run_1/layer_met1.png
Scale bar: 20 µm.
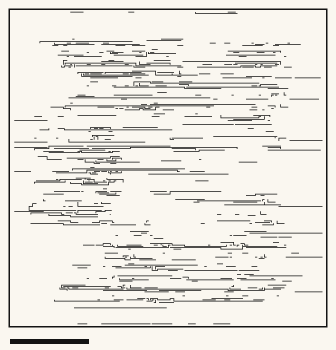
run_1/layer_met2.png
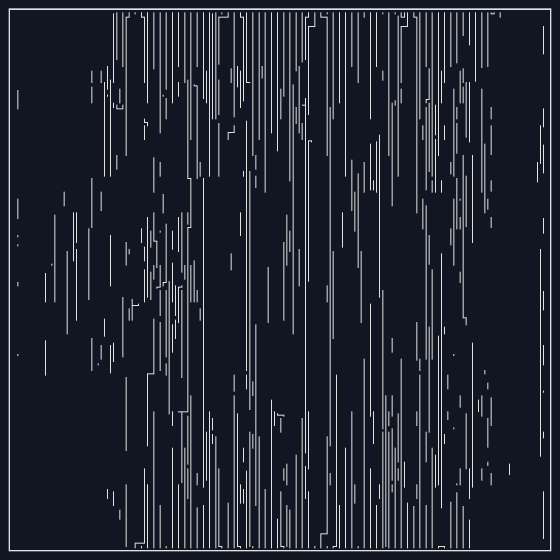
run_1/layer_met3.png
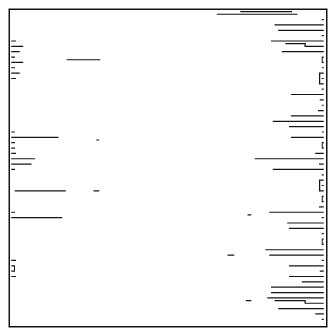
### config.mk
export PLATFORM = sky130hd
export DESIGN_NAME = bus_arbiter
export DESIGN_NICKNAME = d
export VERILOG_FILES = /design/src/rtl/bus_pkg.sv /design/src/rtl/rr_pick.sv /design/src/rtl/bus_arbiter.sv
export SDC_FILE = /design/constraint.sdc
export NUM_CORES = 1
export LEC_CHECK = 0
export CORE_MARGIN = 5
export CORE_UTILIZATION = 20
export CTS_BUF_LIST = sky130_fd_sc_hd__clkbuf_8
export DETAILED_ROUTE_END_ITERATION = 8
export PLACE_DENSITY_LB_ADDON = 0.2
export SLEW_MARGIN = 30
export SYNTH_ARGS = -nofsm -noshare
export SYNTH_HDL_FRONTEND = slang
export SYNTH_SLANG_ARGS = --single-unit
### constraint.sdc
create_clock -name Clk -period 2.4 [get_ports Clk]
set_input_delay 0.72 -clock Clk [delete_from_list [all_inputs] [get_ports Clk]]
set_output_delay 0.72 -clock Clk [all_outputs]
set_load 0.005 [all_outputs]
### src/rtl/bus_pkg.sv
// Shared definitions for the system bus arbiter.
//   DEFAULT_AW / DEFAULT_DW : default address and data widths
//   MAX_MASTERS             : upper bound on requesting masters (owner index is 2 bits)
//   arb_state_t             : arbiter FSM state encoding
package bus_pkg;

    localparam int DEFAULT_AW  = 8;
    localparam int DEFAULT_DW  = 32;
    localparam int MAX_MASTERS = 4;

    typedef enum logic {
        IDLE = 1'b0,
        OWN  = 1'b1
    } arb_state_t;

endpackage

### src/rtl/rr_pick.sv
// Combinational round-robin picker.
//   req    : request vector, one bit per master
//   start  : index searched first; the search moves upward and wraps
//   found  : at least one request is set
//   winner : first requesting index at or after start (modulo N)
module rr_pick
    import bus_pkg::*;
#(
    parameter int N = 2
) (
    input  logic [N-1:0] req,
    input  logic [1:0]   start,
    output logic         found,
    output logic [1:0]   winner
);

    // Rotate the request vector so that bit 0 corresponds to 'start'.
    logic [2*N-1:0] req_dbl;
    logic [2*N-1:0] req_shift;
    logic [N-1:0]   rot;

    assign req_dbl   = {req, req};
    assign req_shift = req_dbl >> start;
    assign rot       = req_shift[N-1:0];

    // Priority chain over the rotated vector: the lowest set bit wins.
    logic [N:0]   taken;
    logic [N-1:0] hit;
    logic [1:0]   off_term [N];
    logic [1:0]   off_acc  [N+1];

    assign taken[0]   = 1'b0;
    assign off_acc[0] = 2'd0;

    genvar gi;
    generate
        for (gi = 0; gi < N; gi++) begin : g_chain
            assign hit[gi]        = rot[gi] & ~taken[gi];
            assign taken[gi+1]    = taken[gi] | rot[gi];
            assign off_term[gi]   = hit[gi] ? 2'(gi) : 2'd0;
            assign off_acc[gi+1]  = off_acc[gi] | off_term[gi];
        end
    endgenerate

    // Map the rotated offset back to an absolute master index.
    logic [2:0] idx_sum;

    assign idx_sum = {1'b0, start} + {1'b0, off_acc[N]};
    assign found   = taken[N];
    assign winner  = (idx_sum >= 3'(N)) ? 2'(idx_sum - 3'(N)) : idx_sum[1:0];

endmodule

### src/rtl/bus_arbiter.sv
// Round-robin, non-preemptive arbiter sharing one system bus between
// NUM_MASTERS masters (0 = host CPU, 1 = DMAC) and the memory/slave side.
//   Clk, reset_n          : clock (rising edge) and asynchronous active-low reset
//   M_req / M_wr          : per-master request (held for the burst) and write strobe
//   M_address / M_dout    : packed per-master address and write data, master i at [i*W +: W]
//   M_grant               : registered one-hot grant
//   M_din                 : read data broadcast to every master
//   Bus_sel/Bus_wr/Bus_address/Bus_wdata : shared bus, driven from the owner's slice
//   Bus_rdata             : read data from the slave side
//   Owner / Busy          : current owner index (valid when Busy) and grant-active flag
module bus_arbiter
    import bus_pkg::*;
#(
    parameter int NUM_MASTERS = 2,
    parameter int AW          = DEFAULT_AW,
    parameter int DW          = DEFAULT_DW
) (
    input  logic                      Clk,
    input  logic                      reset_n,
    input  logic [NUM_MASTERS-1:0]    M_req,
    input  logic [NUM_MASTERS-1:0]    M_wr,
    input  logic [NUM_MASTERS*AW-1:0] M_address,
    input  logic [NUM_MASTERS*DW-1:0] M_dout,
    output logic [NUM_MASTERS-1:0]    M_grant,
    output logic [DW-1:0]             M_din,
    output logic                      Bus_sel,
    output logic                      Bus_wr,
    output logic [AW-1:0]             Bus_address,
    output logic [DW-1:0]             Bus_wdata,
    input  logic [DW-1:0]             Bus_rdata,
    output logic [1:0]                Owner,
    output logic                      Busy
);

    arb_state_t             state_reg, state_next;
    logic [NUM_MASTERS-1:0] grant_reg, grant_next;
    logic [1:0]             owner_reg, owner_next;
    logic [1:0]             last_reg,  last_next;

    logic       pick_found;
    logic [1:0] pick_winner;
    logic [1:0] pick_start;
    logic [NUM_MASTERS-1:0] win_onehot;
    logic       owner_req;

    // While owning, last == owner, so one picker starting at last+1 serves
    // both the idle arbitration and the release handover. The releasing
    // owner's own request is low, so it cannot re-win in the same cycle.
    assign pick_start = (last_reg == 2'(NUM_MASTERS-1)) ? 2'd0 : last_reg + 2'd1;

    rr_pick #(
        .N (NUM_MASTERS)
    ) u_pick (
        .req    (M_req),
        .start  (pick_start),
        .found  (pick_found),
        .winner (pick_winner)
    );

    // Grant is one-hot, so masking with it selects the owner's request.
    assign owner_req = |(grant_reg & M_req);

    genvar gi;
    generate
        for (gi = 0; gi < NUM_MASTERS; gi++) begin : g_onehot
            assign win_onehot[gi] = (pick_winner == 2'(gi));
        end
    endgenerate

    always_comb begin
        state_next = state_reg;
        grant_next = grant_reg;
        owner_next = owner_reg;
        last_next  = last_reg;
        case (state_reg)
            IDLE: begin
                if (pick_found) begin
                    grant_next = win_onehot;
                    owner_next = pick_winner;
                    last_next  = pick_winner;
                    state_next = OWN;
                end
            end
            OWN: begin
                if (!owner_req) begin
                    if (pick_found) begin
                        grant_next = win_onehot;
                        owner_next = pick_winner;
                        last_next  = pick_winner;
                    end else begin
                        grant_next = '0;
                        state_next = IDLE;
                    end
                end
            end
            default: begin
                grant_next = '0;
                state_next = IDLE;
            end
        endcase
    end

    always_ff @(posedge Clk or negedge reset_n) begin
        if (!reset_n) begin
            state_reg <= IDLE;
            grant_reg <= '0;
            owner_reg <= 2'd0;
            last_reg  <= 2'(NUM_MASTERS-1);
        end else begin
            state_reg <= state_next;
            grant_reg <= grant_next;
            owner_reg <= owner_next;
            last_reg  <= last_next;
        end
    end

    // Bus mux: a master's slice passes only while it is granted and still
    // requesting, so the release cycle produces an all-zero bus.
    logic [NUM_MASTERS-1:0] sel_vec;
    logic [AW-1:0] addr_acc  [NUM_MASTERS+1];
    logic [DW-1:0] wdata_acc [NUM_MASTERS+1];

    assign sel_vec      = grant_reg & M_req;
    assign addr_acc[0]  = '0;
    assign wdata_acc[0] = '0;

    generate
        for (gi = 0; gi < NUM_MASTERS; gi++) begin : g_mux
            assign addr_acc[gi+1]  = addr_acc[gi]  |
                (sel_vec[gi] ? M_address[gi*AW +: AW] : {AW{1'b0}});
            assign wdata_acc[gi+1] = wdata_acc[gi] |
                (sel_vec[gi] ? M_dout[gi*DW +: DW] : {DW{1'b0}});
        end
    endgenerate

    assign Bus_sel     = |sel_vec;
    assign Bus_wr      = |(sel_vec & M_wr);
    assign Bus_address = addr_acc[NUM_MASTERS];
    assign Bus_wdata   = wdata_acc[NUM_MASTERS];

    assign M_grant = grant_reg;
    assign M_din   = Bus_rdata;
    assign Owner   = owner_reg;
    assign Busy    = |grant_reg;

endmodule

==> ci_impl_report.md, run 1 <==
## PnR job results

| Metric | Value |
|---|---|
| Status | finished clean |
| Antenna Cells | 0 |
| HP Class | reg -> reg |
| Synth area leader | a22o_1 |
| Buffers on Ports | around 130 |
| Setup CP Type | in -> out |
| R2r endpoint | M_grant[1] |
| Avg WL per Cell | slightly below 20 µm |
| Fraction of layout cells with a size suffix above 1 | 34.19% |
| Gate count of the mapped netlist | 116 |
| Top Layout Cells | clkdlybuf4s50_1, buf_2, a22o_1 |
| Inserted Clock Buffers | 3 |
| Async set-or-reset flop fraction in the synthesized netlist | 100.0% |
| Core Region | 4755 µm² |
| Unique cell types | 23 |
| Yosys warning total | 0 |
| DR WL met2 | 3108 µm |
| FF-to-FF path depth | 5 |
| Die Wd | between 80 and 90 µm |
| H-tree depth | 1 |
| IO Count | 197 |
| Critical Path Max Stage Delay | 250 ps |
| CP bufs+invs | 4 |
| First-pass GRT wire length | 8493 µm |
| Post-synth top flop | dfrtp_1 |
| Synthesized area per cell | around 8.5 µm² |
| Worst setup EP type | primary output |
| Metal-1 WL | 2259 µm |
| Clock sink count | 6 |
| Clk_lat worst skew | 230 ps |
| Placement row count | 25 |
| Clk root buf | clkbuf_8 |
| Final Slew Violations | 0 |
| Yosys simple share | 7.089% |
| Worst setup margin | 59.10 ps |
| CTS tree | done |
| Initial antenna violation count | 0 |
| Slew margin rel. | 78.72% |
| Full die area | 6448 µm² |
| Total track usage | 17.52% |
| Final worst path period need | between 2000 and 2500 ps |
| Met3 wire len | around 420 µm |
| Delay-heaviest family, CP | buffers and inverters |
| Cycle use final | 97.54% |
| OpenROAD warnings | 26 |
| Seq cells post-synth | 6 |
| Post-route ant nets | 0 |
| Setup TNS | 0 ps |
| Max Root-Sink Buffers | 2 |
| Number of max-cap violations | 0 |
| Highest routed layer | met4 |
| XOR Share, Synth | 0% |
| Largest net degree at the start of global routing | 12 |
| Dpl ws | -613.3 ps |
| Hold Path Cell Cnt | 1 |
| Critical Path AT | between 1500 and 2000 ps |
| Commonest Layout Cell | clkdlybuf4s50_1 |
| Hold path endpoint | M_grant[0] |
| Syn nets | 235 |
| Worst Setup Start Kind | primary input |
| Yosys Chip Area | 988.4 µm² |
| Worst vdd ir | between 0.0005 and 0.0006 V |
| Leakage Power | 1.102 nW |
| PwrDens | 710.6 nW/µm² |
| Final Hold Fails | 0 |
| Worst clock skew | 5.063 ps |
| Top cells by count | a22o_1, buf_4, buf_2 |
| Placer Congestion | 0.7372 |
| Vias in the first global route | 1443 |
| Setup Viol. Count Final | 0 |
| Worst Hold Margin | about 550 ps |
| Crit path max fanout | 5 |
| Starting DRT DRC Count | 25 |
| Adder-cell share of the synthesized area | 1.266% |
| Drt first pass iters | 4 |
| Crit-path slowest cell | or2_4 |
| Reg clk slew, reported paths | about 40 ps |
| RSZ-0062 raised after global routing | false |
| Layout net count | 354 |
| Yosys cell count | 116 |
| R2r setup slk | approximately 550 ps |
| Peak Freq | 427.2 MHz |
| Worst-Margin Slew | 319.2 ps |
| Mux area share | 0% |
| HPWL after detailed placement | 3859 µm |
| Crit path cell chain | buf_2, and2_4, buf_12, buf_16, or2_4, buf_6 |
| Top logic family | AND-OR/OR-AND gates |
| DRC viols | 0 |
| Top cells by area | a22o_1, buf_4, dfrtp_1 |
| Overflow after GRT | 0 |
| Seq/Total Area, Yosys | around 15% |
| Hold_sp | M_grant[0] |
| Worst flop-to-flop path startpoint | Owner[1] |
| FP Util | 20.79% |
| Post-synth EDFFs | 0 |
| Most numerous cell in the Yosys netlist | a22o_1 |
| Post-Syn Area | slightly below 1000 µm² |
| Area Growth Syn to Fin | 143.5% |
| DR vias/cell | 4.512 |
| Top cell area share | around 36% |
| Worst Path Required | about 1700 ps |
| Aoi share | 44.81% |
| Die height | 80.30 µm |
Notes on layer_met1.png above:
The longest straight run is 37.7 µm. The layer holds 38% of the routed length. 292 nets have wire on it. The wires run mostly horizontal.
M1 GR Usage: 20.59%
via count: 1358

Notes on layer_met2.png above:
299 nets have wire on it. The layer holds 53% of the routed length. The wires run mostly vertical. The longest straight run is 52.7 µm.
GRT met2 Usage: 30.96%
final wirelength: 5907 µm

Notes on layer_met3.png above:
The longest straight run is 20.2 µm. The layer carries 421 µm of wire. The wires run mostly horizontal.
GR Layer Usage met3: 3.587%

[run 1: cell families after synthesis]
kind of cell	count (synthesis)
AOI/OAI and AO/OA	52
adders and majority gates	1
buffers and inverters	45
DFF	6
and+or+nand+nor	12
[run 1: cell type report]
cell class	instances	area, µm²
tap	67	83.83
timing repair buffer	157	1589
clock buffer	3	41.29
inverter	2	7.507
multi-input combinational	65	530.5
clock inverter	1	3.754
sequential	6	151.4
fill	476	2347
[run 1: metrics by stage]
stage                     utilization [%]  cell area, µm²  std cells  total power, mW
after floorplan                         -           988.4        116           0.6503
after detailed placement            45.42            2160        278            1.268
after global placement              45.42            2160        278            1.269
after CTS                           50.87            2419        302            1.754
after global routing                50.63            2407        301            1.838
final                               50.63            2407        301            1.711
[run 1: power breakdown]
group / internal, mW / switching (mW)
clock: 0.110 / 0.0495
sequential: 0.145 / 0.0310
combinational: 0.876 / 0.498
[run 1: metal layers]
| metal | vias to the layer above | GRT usage (%) |
|---|---|---|
| li1 | 650 | - |
| met1 | 625 | 20.59 |
| met2 | 65 | 30.96 |
| met3 | 18 | 3.587 |
| met4 | 0 | 6.588 |
| met5 | - | 0 |
[run 1: worst max-delay path by stage]
stage | startpoint | end | slack, ps | cells past startpoint
after floorplan | M_req[1] | Bus_address[0] | 320 | 4
after global placement | M_req[1] | Bus_wdata[25] | -620 | 5
after detailed placement | M_req[1] | Bus_wdata[25] | -610 | 5
after CTS | M_req[1] | Bus_wdata[27] | 10 | 7
after global routing | M_req[0] | Bus_sel | 20 | 6
final | M_req[0] | Bus_sel | 60 | 6
[run 1: what timing repair did]
item                       in CTS  in global routing
hold buffers                    0                  0
buffers inserted               11                  0
gates resized                 196                  0
setup endpoints to repair      43                 11
cloned                         11                  0
pin swaps                      18                  1
--- run 2 (diff from run 1) ---
--- a/config.mk
+++ b/config.mk
@@ -6,11 +6,12 @@
 export NUM_CORES = 1
 export LEC_CHECK = 0
 export CORE_MARGIN = 5
-export CORE_UTILIZATION = 20
+export CORE_UTILIZATION = 21
 export CTS_BUF_LIST = sky130_fd_sc_hd__clkbuf_8
 export DETAILED_ROUTE_END_ITERATION = 8
 export PLACE_DENSITY_LB_ADDON = 0.2
 export SLEW_MARGIN = 30
 export SYNTH_ARGS = -nofsm -noshare
 export SYNTH_HDL_FRONTEND = slang
+export SYNTH_HIERARCHICAL = 1
 export SYNTH_SLANG_ARGS = --single-unit
==> run 2 against run 1 <==
Critical path type unchanged. Clock power fell by 3%. Critical path depth fell by 1. Sequential cell count did not move. Cell area fell by 2.0%. Sequential power rose by 3%. Worst setup slack improved by 15 ps. Non-clock buffer count fell by 2. Utilization fell by 4.1 points. Maximum frequency rose by 0.64%.
==> ci_impl_report.md, run 2 <==
## PnR job results

| Metric | Value |
|---|---|
| Status | finished clean |
| Setup Viol. Count Final | 0 |
| Worst Hold Margin | between 500 and 600 ps |
| Worst vdd ir | 0.0005842 V |
| IO Count | ~200 |
| Clock sink count | 6 |
| Leakage Power | 1.099 nW |
| Total track usage | approximately 15% |
| Inserted Clock Buffers | 3 |
| Worst Setup Start Kind | primary input |
| Initial antenna violation count | 0 |
| Avg WL per Cell | 18.67 µm |
| Placer Congestion | about 0.7 |
| Placement row count | 26 |
| Overflow after GRT | 0 |
| Number of max-cap violations | 0 |
| Buffers on Ports | 132 |
| Vias in the first global route | 1392 |
| Post-Syn Area | 1084 µm² |
| Critical Path AT | 1610 ps |
| Drt first pass iters | 4 |
| CTS tree | done |
| Clk_lat worst skew | 220 ps |
| Seq/Total Area, Yosys | 13.97% |
| Final Cell Area | about 2400 µm² |
| FP Util | 21.35% |
| Post-synth EDFFs | 0 |
| Worst setup margin | 74.05 ps |
| Worst Path Required | 1680 ps |
| RSZ-0062 raised after global routing | false |
| Crit path max fanout | 7 |
| Worst setup EP type | primary output |
| Final Slew Violations | 0 |
| Async set-or-reset flop fraction in the synthesized netlist | 100.0% |
| Die Wd | 81.83 µm |
| Layout net count | between 300 and 400 |
| Synth area leader | a22o_1 |
| Most numerous cell in the Yosys netlist | a22o_1 |
| HP Class | reg -> reg |
| Dpl ws | -635.6 ps |
| Final worst path period need | 2326 ps |
| Syn nets | ~250 |
| H-tree depth | 1 |
| DR vias/cell | roughly 4.5 |
| Slew margin rel. | 80.08% |
| Yosys cell count | 125 |
| Die height | approximately 82 µm |
| Gate count of the mapped netlist | roughly 130 |
| Antenna Cells | 0 |
| Reg clk slew, reported paths | 40 ps |
| Comb gate area | 654.4 µm² |
| Worst clock skew | ~2.8 ps |
| Top cells by area | a22o_1, buf_4, dfrtp_1 |
| Clk root buf | clkbuf_8 |
| First-pass GRT wire length | 7790 µm |
| Overall power | 1.717 mW |
| Unique cell types | 29 |
| PwrDens | 727.6 nW/µm² |
| Full die area | between 6000 and 7000 µm² |
| DRC viols | 0 |
| Largest net degree at the start of global routing | 12 |
| OpenROAD warnings | 27 |
| Worst-Margin Slew | 297.5 ps |
| Top cell area share | 33.14% |
| Top Layout Cells | clkdlybuf4s50_1, buf_2, a22o_1 |
| Yosys Chip Area | 1084 µm² |
| Peak Freq | 429.9 MHz |
| Max Root-Sink Buffers | 2 |
| FILL cells | 526 |
| Fraction of layout cells with a size suffix above 1 | 36.10% |
| HPWL after detailed placement | 4672 µm |
| Setup TNS | 0 ps |
| Post-synth top flop | dfrtp_1 |
| Fin cells | ~310 |
| Post-DP Area | 2341 µm² |
| Synthesized area per cell | 8.668 µm² |
| Cells after DPL | 301 |
| Post-route ant nets | 0 |
| Register area | 151.4 µm² |
| Starting DRT DRC Count | between 50 and 60 |
| Cycle use final | a little over nine tenths |
| Setup CP Type | in -> out |
| Core Region | 5075 µm² |
run 2: metal layers:
metal	routed length [µm]	vias up	global-route usage, %	share of wire, %
li1	-	678	-	-
met1	2215	639	18.65	38
met2	3119	66	26.98	54
met3	412	14	3.289	7.1
met4	58	0	3.987	1.0
met5	0	-	0	0
run 2: worst max-delay path, stage by stage:
cell and delay, ps:
buf_2 150, and2_4 200, buf_4 170, a22o_1 240, buf_2 120
run 2: timing repair:
action                                 4_1_cts  5_1_grt
setup endpoints to repair                   45        2
pin swaps                                    6        4
gates resized                              190        5
endpoints found under the hold margin        0        0
buffers inserted                             4        0
cloned                                       4        0
hold buffers                                 0        0
run 2: layout make-up:
| cell class | instances | area share, % |
|---|---|---|
| clock buffers | 3 | 1.750 |
| clock inverters | 1 | 0.1591 |
| inverters | 5 | 0.7953 |
| multi-input cells | 71 | 27.73 |
| flip-flops and latches | 6 | 6.416 |
| well taps | 70 | 3.712 |
| repair buffers | 155 | 59.44 |
run 2: path summary, 6_finish.rpt:
kind | start | end | slack [ps] | cells past startpoint
min | state_reg | M_grant[1] | 500 | 1
max reg2reg | last_reg[0] | M_grant[0] | 160 | 10
max | M_req[1] | Bus_address[0] | 70 | 5
min in group asynchronous | reset_n | state_reg | 740 | 1
max in group asynchronous | reset_n | last_reg[0] | 1380 | 1
min reg2reg | state_reg | M_grant[1] | 500 | 1
run 2: cell families after synthesis:
family	count (synthesis)	share of synthesized area, %
AND-OR/OR-AND	54	42.84
adder cells (fa/ha/maj)	3	3.465
buffers and inverters	48	29.79
flip-flops	6	13.97
multiplexers	3	3.118
AND/OR/NAND/NOR	11	6.816
run 2: where the power goes:
group | leakage (nW) | switching, mW | internal [mW]
logic | 1.00 | 0.529 | 0.851
clock network | 0.0269 | 0.0453 | 0.110
registers | 0.0700 | 0.0271 | 0.155
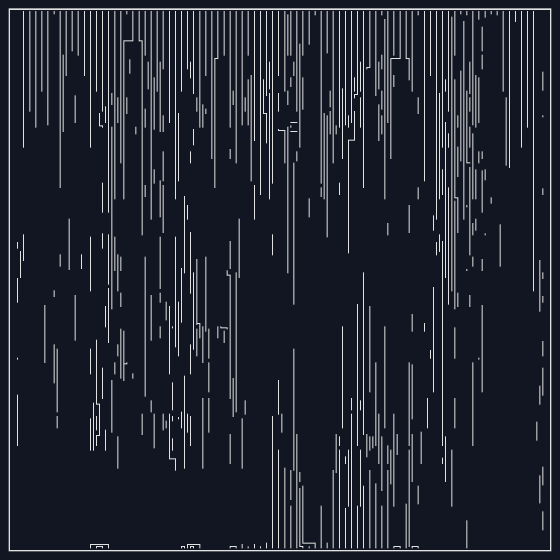
run_2/layer_met2.png
The longest straight run is 42.3 µm. The layer holds 54% of the routed length. 308 nets have wire on it.
GRT met2 Usage: 26.98%
via count: 1397
final wirelength: 5805 µm

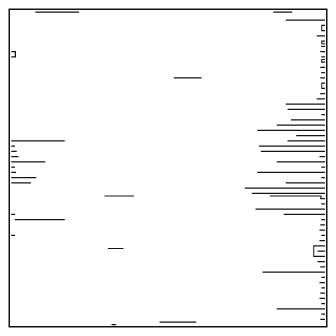
run_2/layer_met3.png
The layer carries 412 µm of wire. The layer holds 7.1% of the routed length.
GR Layer Usage met3: 3.289%

--- run 3 (diff from run 2) ---
--- a/config.mk
+++ b/config.mk
@@ -5,11 +5,14 @@
 export SDC_FILE = /design/constraint.sdc
 export NUM_CORES = 1
 export LEC_CHECK = 0
+export CAP_MARGIN = 10
+export CORE_ASPECT_RATIO = 1.25
 export CORE_MARGIN = 5
 export CORE_UTILIZATION = 21
 export CTS_BUF_LIST = sky130_fd_sc_hd__clkbuf_8
 export DETAILED_ROUTE_END_ITERATION = 8
 export PLACE_DENSITY_LB_ADDON = 0.2
+export REMOVE_ABC_BUFFERS = 1
 export SLEW_MARGIN = 30
 export SYNTH_ARGS = -nofsm -noshare
 export SYNTH_HDL_FRONTEND = slang
==> run 3 against run 2 <==
Register-to-register slack worse by 40 ps. Combinational power hardly changed. Cell count is 2.9% lower. Sequential cell count stayed put. Sequential share of layout area hardly changed. Critical path type is now in -> reg. Largest cell class unchanged.
==> ci_impl_report.md, run 3 <==
## PnR job results

| Metric | Value |
|---|---|
| Antenna Cells | 0 |
| Worst vdd ir | 0.0005085 V |
| Via count | approximately 1500 |
| Status | finished clean |
| Yosys warning total | 6 |
| Final Hold Fails | 0 |
| Comb gate area | 649.4 µm² |
| Fraction of layout cells with a size suffix above 1 | 33.75% |
| Flops | 6 |
| Clock power frac | 9.0% |
| CTS hold repair buffers | 0 |
| Sw power | 0.6132 mW |
| Placer Congestion | 0.8234 |
| Gate count of the mapped netlist | around 130 |
| Overflow after GRT | 0 |
| FP Util | approximately 21% |
| Setup Viol. Count Final | 0 |
| Initial antenna violation count | 0 |
| Critical Path AT | 2510 ps |
| Leakage Power | 1.089 nW |
| Cells after DPL | 290 |
| Crit path max fanout | 3 |
| Area Growth Syn to Fin | 119.1% |
| Seq cells post-synth | 6 |
| Async set-or-reset flop fraction in the synthesized netlist | 100.0% |
| Synthesized area per cell | between 8 and 9 µm² |
| Peak Freq | 426.7 MHz |
| First-pass GRT wire length | 9052 µm |
| Drt first pass iters | 2 |
| CTS tree | done |
| FILL cells | 512 |
| Synth area leader | a22o_1 |
| Final Slew Violations | 0 |
| Buffers, non-clock | 154 |
| Post-synth EDFFs | 0 |
| Full die area | 6705 µm² |
| Placement row count | 29 |
| HP Class | reg -> reg |
| Unique cell types | 29 |
| Fin cells | between 300 and 400 |
| FF-to-FF path depth | 10 |
| Vias in the first global route | around 1500 |
| Top cells by count | a22o_1, buf_4, buf_2 |
| Worst Path Required | 2570 ps |
| Commonest Layout Cell | clkdlybuf4s50_1 |
| Comb pwr share | between 80 and 90% |
| Hold Path Cell Cnt | 1 |
| Clock buffer count | 3 |
| PwrDens | 729.3 nW/µm² |
| H-tree depth | 1 |
| Seq/Total Area, Yosys | 13.97% |
| Tapcells | 62 |
| Top cells by area | a22o_1, buf_4, dfrtp_1 |
| Avg WL per Cell | 22.31 µm |
| Clock group | 0.156 mW |
| Power Internal | 1.118 mW |
| Worst Setup Start Kind | primary input |
| Largest net degree at the start of global routing | 22 |
| R2r endpoint | M_grant[0] |
| Clk_lat worst skew | 230 ps |
| Die height | 90.31 µm |
| Slew margin rel. | 80.27% |
| Comb area share | 27.36% |
| Final worst path period need | 2344 ps |
| Worst-Margin Slew | 293.4 ps |
| Number of max-cap violations | 0 |
| Worst Setup SP | M_req[1] |
| Clock sink count | 6 |
| Yosys Chip Area | roughly 1100 µm² |
| Reg power frac | 10.6% |
| Register area | 151.4 µm² |
| Switch share | 35.43% |
run 3: metal layers:
layer | vias to the layer above | GRT usage (%) | share of wire [%]
met5 | - | 0.8547 | 0
met1 | 673 | 23.94 | 42
met2 | 132 | 23.96 | 36
met3 | 3 | 15.03 | 21
li1 | 674 | - | -
met4 | 0 | 3.116 | 0.52
run 3: what timing repair did:
action | CTS | global route
pin swaps | 10 | 12
buffers inserted | 6 | 0
cloned | 4 | 0
gates resized | 177 | 10
hold endpoints to repair | 0 | 0
endpoints found under the setup margin | 45 | 38
run 3: worst max-delay path, stage by stage:
cell and delay (ps):
buf_6 90, buf_4 130, o32ai_2 200, ha_2 250, inv_1 50, ha_2 180
o211ai_1 90, o21ai_2 100, or3b_4 420, a21oi_2 140, o2bb2a_4 130
run 3: through the flow:
stage | utilization (%) | hold slack [ps] | area (µm²) | setup TNS [ps] | setup slack, ps
finish | 47.06 | 513.8 | 2374 | 0 | 56.42
global route | 47.06 | 522.8 | 2374 | -31.26 | -31.26
CTS | 47.33 | 515.6 | 2387 | 0 | 0.5381
detailed placement | 45.77 | 498.1 | 2308 | -29130 | -735.0
global placement | 45.77 | 485.2 | 2308 | -27960 | -700.6
floorplan | - | 424.4 | 779.5 | -2645 | -64.50
run 3: logic make-up (layout without fill, tap and decap cells):
| group | Yosys count | count (layout) | synth area share [%] |
|---|---|---|---|
| multiplexers | 3 | 3 | 3.118 |
| buffers and inverters | 48 | 163 | 29.79 |
| flip-flops | 6 | 6 | 13.97 |
| adder cells (fa/ha/maj) | 3 | 3 | 3.465 |
| AND/OR/NAND/NOR | 11 | 11 | 6.816 |
| AND-OR/OR-AND | 54 | 54 | 42.84 |
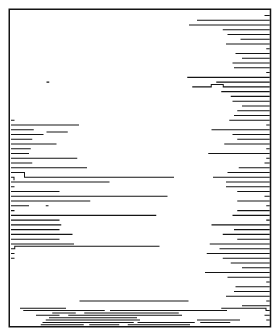
run_3/layer_met3.png
113 nets have wire on it. The layer carries 1420 µm of wire.
final wirelength: 6737 µm
GR Layer Usage met3: 15.03%

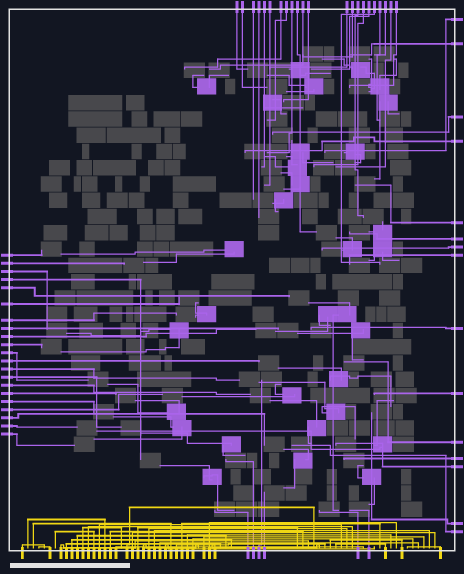
run_3/io_fan.png
Scale bar: 20 µm.
Key: `Bus_rdata` = yellow [direction input, edge south, end cells 0, buffers 0, wire 990 µm]; `M_dout` = purple [direction input, edge 22 north, 21 west, 15 east, 6 south, end cells 32, buffers 64, wire 2240 µm]
Buffers on Ports: 132
IO Count: 197

Power figures rest on the tool's default switching activity, not on a simulated workload.
